**config.mk**
```make
export PLATFORM = sky130hd
export DESIGN_NAME = sprite_renderer
export DESIGN_NICKNAME = d
export VERILOG_FILES = /design/src/rtl/sprite_renderer.sv
export SDC_FILE = /design/constraint.sdc
export NUM_CORES = 1
export LEC_CHECK = 0
export CAP_MARGIN = 5
export CORE_ASPECT_RATIO = 0.9
export CORE_MARGIN = 2
export CORE_UTILIZATION = 50
export CTS_CLUSTER_SIZE = 16
export DETAILED_ROUTE_END_ITERATION = 10
export GPL_TIMING_DRIVEN = 0
export MAX_ROUTING_LAYER = met4
export PLACE_DENSITY_LB_ADDON = 0.1
export REMOVE_ABC_BUFFERS = 1
export SLEW_MARGIN = 40
export SYNTH_ARGS = -nofsm -noshare
export SYNTH_HDL_FRONTEND = slang
export SYNTH_SLANG_ARGS = --single-unit
```
**constraint.sdc**
```tcl
create_clock -name vga_clk -period 3.6 [get_ports vga_clk]
set_input_delay 0.72 -clock vga_clk [delete_from_list [all_inputs] [get_ports vga_clk]]
set_output_delay 0.72 -clock vga_clk [all_outputs]
set_load 0.03 [all_outputs]
```
**src/rtl/sprite_renderer.sv**
```systemverilog
// rtl/sprite_renderer.sv - scaled, animated, colour-keyed sprite pixel generator with a 3-stage ROM pipeline
// Optional horizontal mirror (flip port) built when SPRITE_FLIP_EN is defined.
module sprite_renderer #(
  parameter int SPR_W       = 64,
  parameter int SPR_H       = 64,
  parameter int FRAMES      = 4,
  parameter int SCALE       = 2,
  parameter int FRAME_TICKS = 8,
  parameter int KEY_INDEX   = 0,
  parameter int AW          = $clog2(FRAMES*SPR_W*SPR_H)
) (
  input  logic                        vga_clk,
  input  logic                        reset_n,
  input  logic [9:0]                  DrawX,
  input  logic [9:0]                  DrawY,
  input  logic                        blank,
  input  logic [9:0]                  pos_x,
  input  logic [9:0]                  pos_y,
  input  logic                        anim_en,
  input  logic                        anim_restart,
`ifdef SPRITE_FLIP_EN
  input  logic                        flip,
`endif
  output logic [AW-1:0]               rom_address,
  input  logic [3:0]                  rom_q,
  output logic [3:0]                  pix_index,
  output logic                        pix_opaque,
  output logic [$clog2(FRAMES)-1:0]   frame_idx
);

  localparam int FW = $clog2(FRAMES);
  localparam int UW = $clog2(SPR_W);
  localparam int VW = $clog2(SPR_H);
  localparam int TW = (FRAME_TICKS > 1) ? $clog2(FRAME_TICKS) : 1;

  logic [10:0]   x_end, y_end;
  logic [9:0]    dx, dy;
  logic          hit;
  logic [UW-1:0] u, u_eff;
  logic [VW-1:0] v;
  logic [AW-1:0] addr_next;
  logic          at_origin, at_origin_q, frame_start;
  logic [TW-1:0] tick;
  logic          hit_d1, blank_d1, hit_d2, blank_d2;
  logic [2:0]    vld;
  logic          opaque_next;

  // Box edges computed one bit wider so a sprite near the right/bottom clips instead of wrapping.
  assign x_end = {1'b0, pos_x} + 11'(SPR_W*SCALE);
  assign y_end = {1'b0, pos_y} + 11'(SPR_H*SCALE);
  assign hit   = ({1'b0, DrawX} >= {1'b0, pos_x}) && ({1'b0, DrawX} < x_end) &&
                 ({1'b0, DrawY} >= {1'b0, pos_y}) && ({1'b0, DrawY} < y_end);

  assign dx = DrawX - pos_x;
  assign dy = DrawY - pos_y;
  assign u  = UW'(dx / 10'(SCALE));
  assign v  = VW'(dy / 10'(SCALE));

`ifdef SPRITE_FLIP_EN
  assign u_eff = flip ? (UW'(SPR_W-1) - u) : u;
`else
  assign u_eff = u;
`endif

  assign addr_next = AW'(frame_idx) * AW'(SPR_W*SPR_H) + AW'(v) * AW'(SPR_W) + AW'(u_eff);

  assign at_origin   = (DrawX == 10'd0) && (DrawY == 10'd0);
  assign frame_start = at_origin && !at_origin_q;

  always_ff @(posedge vga_clk or negedge reset_n) begin
    if (!reset_n) begin
      at_origin_q <= 1'b0;
      tick        <= '0;
      frame_idx   <= '0;
    end else begin
      at_origin_q <= at_origin;
      if (anim_restart) begin
        tick      <= '0;
        frame_idx <= '0;
      end else if (frame_start && anim_en) begin
        if (tick == TW'(FRAME_TICKS-1)) begin
          tick      <= '0;
          frame_idx <= (frame_idx == FW'(FRAMES-1)) ? '0 : frame_idx + 1'b1;
        end else begin
          tick <= tick + 1'b1;
        end
      end
    end
  end

  // vld flushes the pipe after reset so stale hit/ROM data never shows as opaque.
  assign opaque_next = vld[2] && hit_d2 && blank_d2 && (rom_q != 4'(KEY_INDEX));

  always_ff @(posedge vga_clk or negedge reset_n) begin
    if (!reset_n) begin
      rom_address <= '0;
      hit_d1      <= 1'b0;
      blank_d1    <= 1'b0;
      hit_d2      <= 1'b0;
      blank_d2    <= 1'b0;
      vld         <= 3'b000;
      pix_opaque  <= 1'b0;
      pix_index   <= 4'd0;
    end else begin
      if (hit) rom_address <= addr_next;
      hit_d1     <= hit;
      blank_d1   <= blank;
      hit_d2     <= hit_d1;
      blank_d2   <= blank_d1;
      vld        <= {vld[1:0], 1'b1};
      pix_opaque <= opaque_next;
      pix_index  <= opaque_next ? rom_q : 4'd0;
    end
  end

endmodule

```
Fig. 1: drive-strength map
Scale: 4 px per um.
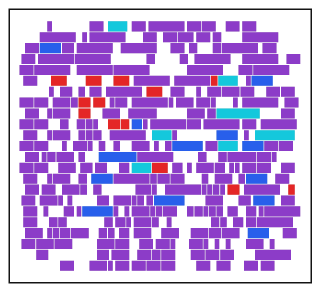
Key: purple = drive 1 or less [cells 258, share 89%]; blue = drive 3 to 4 [cells 13, share 4.5%]; red = drive 2 [cells 13, share 4.5%]; cyan = drive 6 and up [cells 7, share 2.4%]
Repair and plain buffers: 70
Area growth syn-to-layout: 39.0%
final instance area: 0.00316 mm2
setup slack after layout: 0.314 ns

Fig. 2: routing congestion
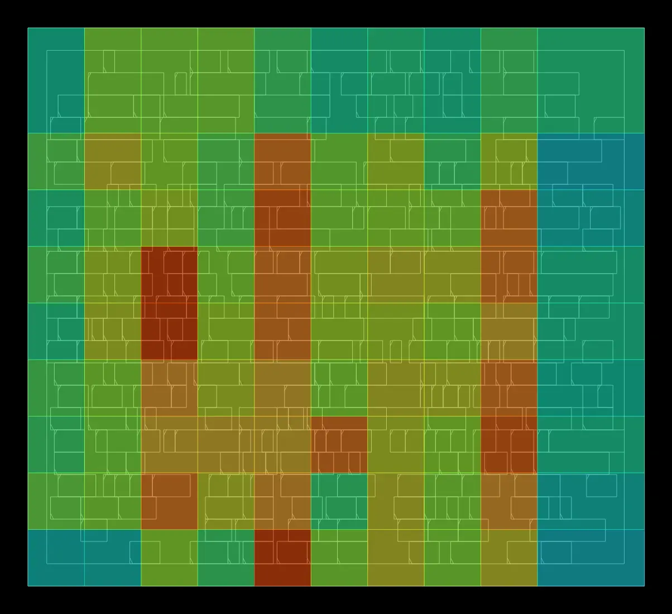
WL per Instance: 13.0 um
grt met2 use: 33.0%

Fig. 3: cell classes on the final placement
Scale: 4 px per um. Fill, decap, tap and diode cells in gray.
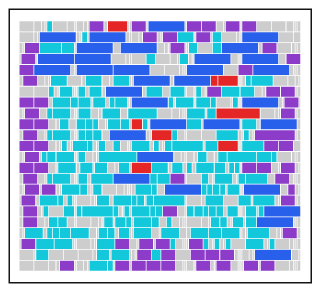
Key: purple = other buffers and delay cells [cells 70]; cyan = all other logic [cells 181]; blue = flops [cells 32]; red = clock drivers and dummy loads [cells 8]
flop share of the area: 25.3%
total core area: 0.00440 mm2
Rows: 23
final core utilization: 71.9%

Fig. 4: selected gate families
Scale: 4 px per um.
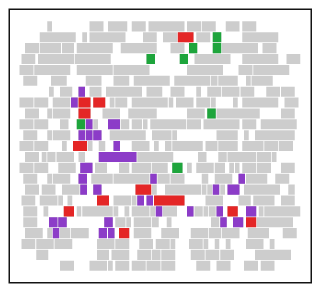
Key: purple = inverting AOI/OAI gates [cells 31]; red = AND-OR and OR-AND gates [cells 12]; green = AND and OR gates [cells 8]
dominant logic cell type in the layout: clkdlybuf4s50_1
logic share of the area: 43.0%
final cell count without fillers: 353

==> results.toml <==
# synthesis and place-and-route metrics
[final_layout]
drive_above_1_share_pct = 11.3
antenna_cells = 0
logic_gates = 154
logic_area_mm2 = 0.00136
reg_top3 = "rom_address x14, pix_index x4"
layout.nonclk_buf_share_pct = 22.5
clkbuf_count = 5
n_all_inverters = 27
top_register = "rom_address"
finalNetCount = 372
largest_reg_flops = 14
flops = 32
final_cell_mix = "clkdlybuf4s50_1 (68), dfrtp_1 (32), ha_1 (31)"
flop_area_um2 = 801
dominant_cells = "multi-input combinational cells"
fillCellCount = 365
clock_cell_area_share_pct = 3.52

[logic_synthesis]
syn_area_per_cell_um2 = 10.5
ys_cells = 216
aoi_share_pct = 13.6
ys_sh_mux_pct = 10.4
logic_family = "adder cells"
async_reset_ff_share_pct = 100
edf_count = 0
yosys-stat-area_mm2 = 0.00228
common_cells = "dfrtp_1 (32), ha_1 (31), inv_1 (27)"
yosysSeqAreaShare_pct = 35.2
numSynthFlops = 32
yosysUniqueCellTypes = 42
yosysTopAreaCellShare_pct = 35.2
ys_sh_adder_pct = 18.8
ff_type = "dfrtp_1"
ys_sh_simple_pct = 12.1
yosysWarnings = 0
synthXorXnorAreaFrac_pct = 4.23
syn_inst = 216
synth.most_common_cell = "dfrtp_1"
largest_area_cell = "dfrtp_1"
topCellsByArea = "dfrtp_1 (35%), ha_1 (17%), mux2_4 (5.3%)"
syn_area_mm2 = 0.00228

[drt]
via_per_inst = 5.07
drt-initial-drc-count = 37
wl_met3_um = 235
wl_met2_mm = 2.13
num_vias = 1791
wl_met1_mm = 2.18
drc = 0
first_pass_iters = 3
drt-total-wl_mm = 4.59
top_layer_used = "met4"
ant_nets = 0

[global_routing]
grt_pass1_wl_mm = 7.75
use_met1_pct = 26.6
use_met3_pct = 4.12
grt_overflow = 0
grt_max_degree = 19
antenna_found_initial = 0
grt-busiest-layer = "met2"
grt.total_usage_pct = 20.7
first_global_vias = 1748

[power]
pg_comb_uw = 599
p_leak_uw = 0.00151
p_comb_share_pct = 42.4
pwr-share-clk_pct = 24.1
cellPowerDensity_mw_per_mm2 = 446
switching_power_uw = 474
ir_drop_mv = 0.351
finalPower_uw = 1410
power_sequential_uw = 473
pg_clk_uw = 341
p_int_uw = 938
seqPwrFrac_pct = 33.5
power_top_consumer = "combinational cells"
swShare_pct = 33.6

[setup_path]
setup.worst_path.end = "rom_address[5]"
critical_path_required_ns = 3.77
critPathKind = "input pin to register"
startpoint = "DrawY[0]"
cp_top_family = "AND-OR/OR-AND gates"
reg2reg_depth = 5
r2r-start = "at_origin_q"
cp_common_cell = "inv_1"
path_cells = "clkdlybuf4s50_1, inv_1, ha_1, inv_1, fa_1, a21oi_1, nor3_1, o2111ai_1, a31oi_1, o2111ai_4, mux2_2"
path_buffers = 3
r2r_setup_slack_ns = 2.18
end_kind = "register"
crit_cells = 11
slowest_delay_ns = 0.60
cp.arrival_ns = 3.45
start_kind = "input pin"
slowest_stage = "o2111ai_4"
r2r_end = "frame_idx[0]"
cp_max_fo = 15

[clocking]
cts_tree = "yes"
cts_buffers = 5
root_buffer = "clkbuf_8"
cts_buffer_depth = 2
clkTransAtPathRegs_ns = 0.07
post_cts_resized = 0
clock-sinks = 32
post_cts_buffers = 0
ctsHoldBuffers = 0
clkLatencyLatePin_ns = 0.29
htreeDepth = 2

[placement]
portBuffers = 69
placed_area_mm2 = 0.00305
dp_hpwl_mm = 3.85
dp_slack_ns = 0.00912
place_congestion = 0.914
dp_cells = 345

[final_timing]
rsz0062_at_grt = "no"
tns_ns = 0
final_max_slew_viol_count = 0
fin_crit_sh_pct = 91.3
hold_viol = 0
fmax_mhz = 304
setup-violations-final = 0
period_minus_slack_ns = 3.29
slew-limit-headroom_pct = 54.0
worstMarginPinSlew_ns = 0.690
hold_ws_ns = 0.337
finalClockSkew_ns = 0.00807

[die]
fp_util_pct = 51.7
tapCellCount = 62
die_h_um = 68.0
num_io_pins = 70
die_area_mm2 = 0.00511
die-width_um = 75.1

[worst_hold_path]
hold_class = "input pin to asynchronous set/reset pin"

[flow_run]
drv_cap = 0
warnings = 27

[outcome]
status = "complete, no violations"
Power figures rest on the tool's default switching activity, not on a simulated workload.
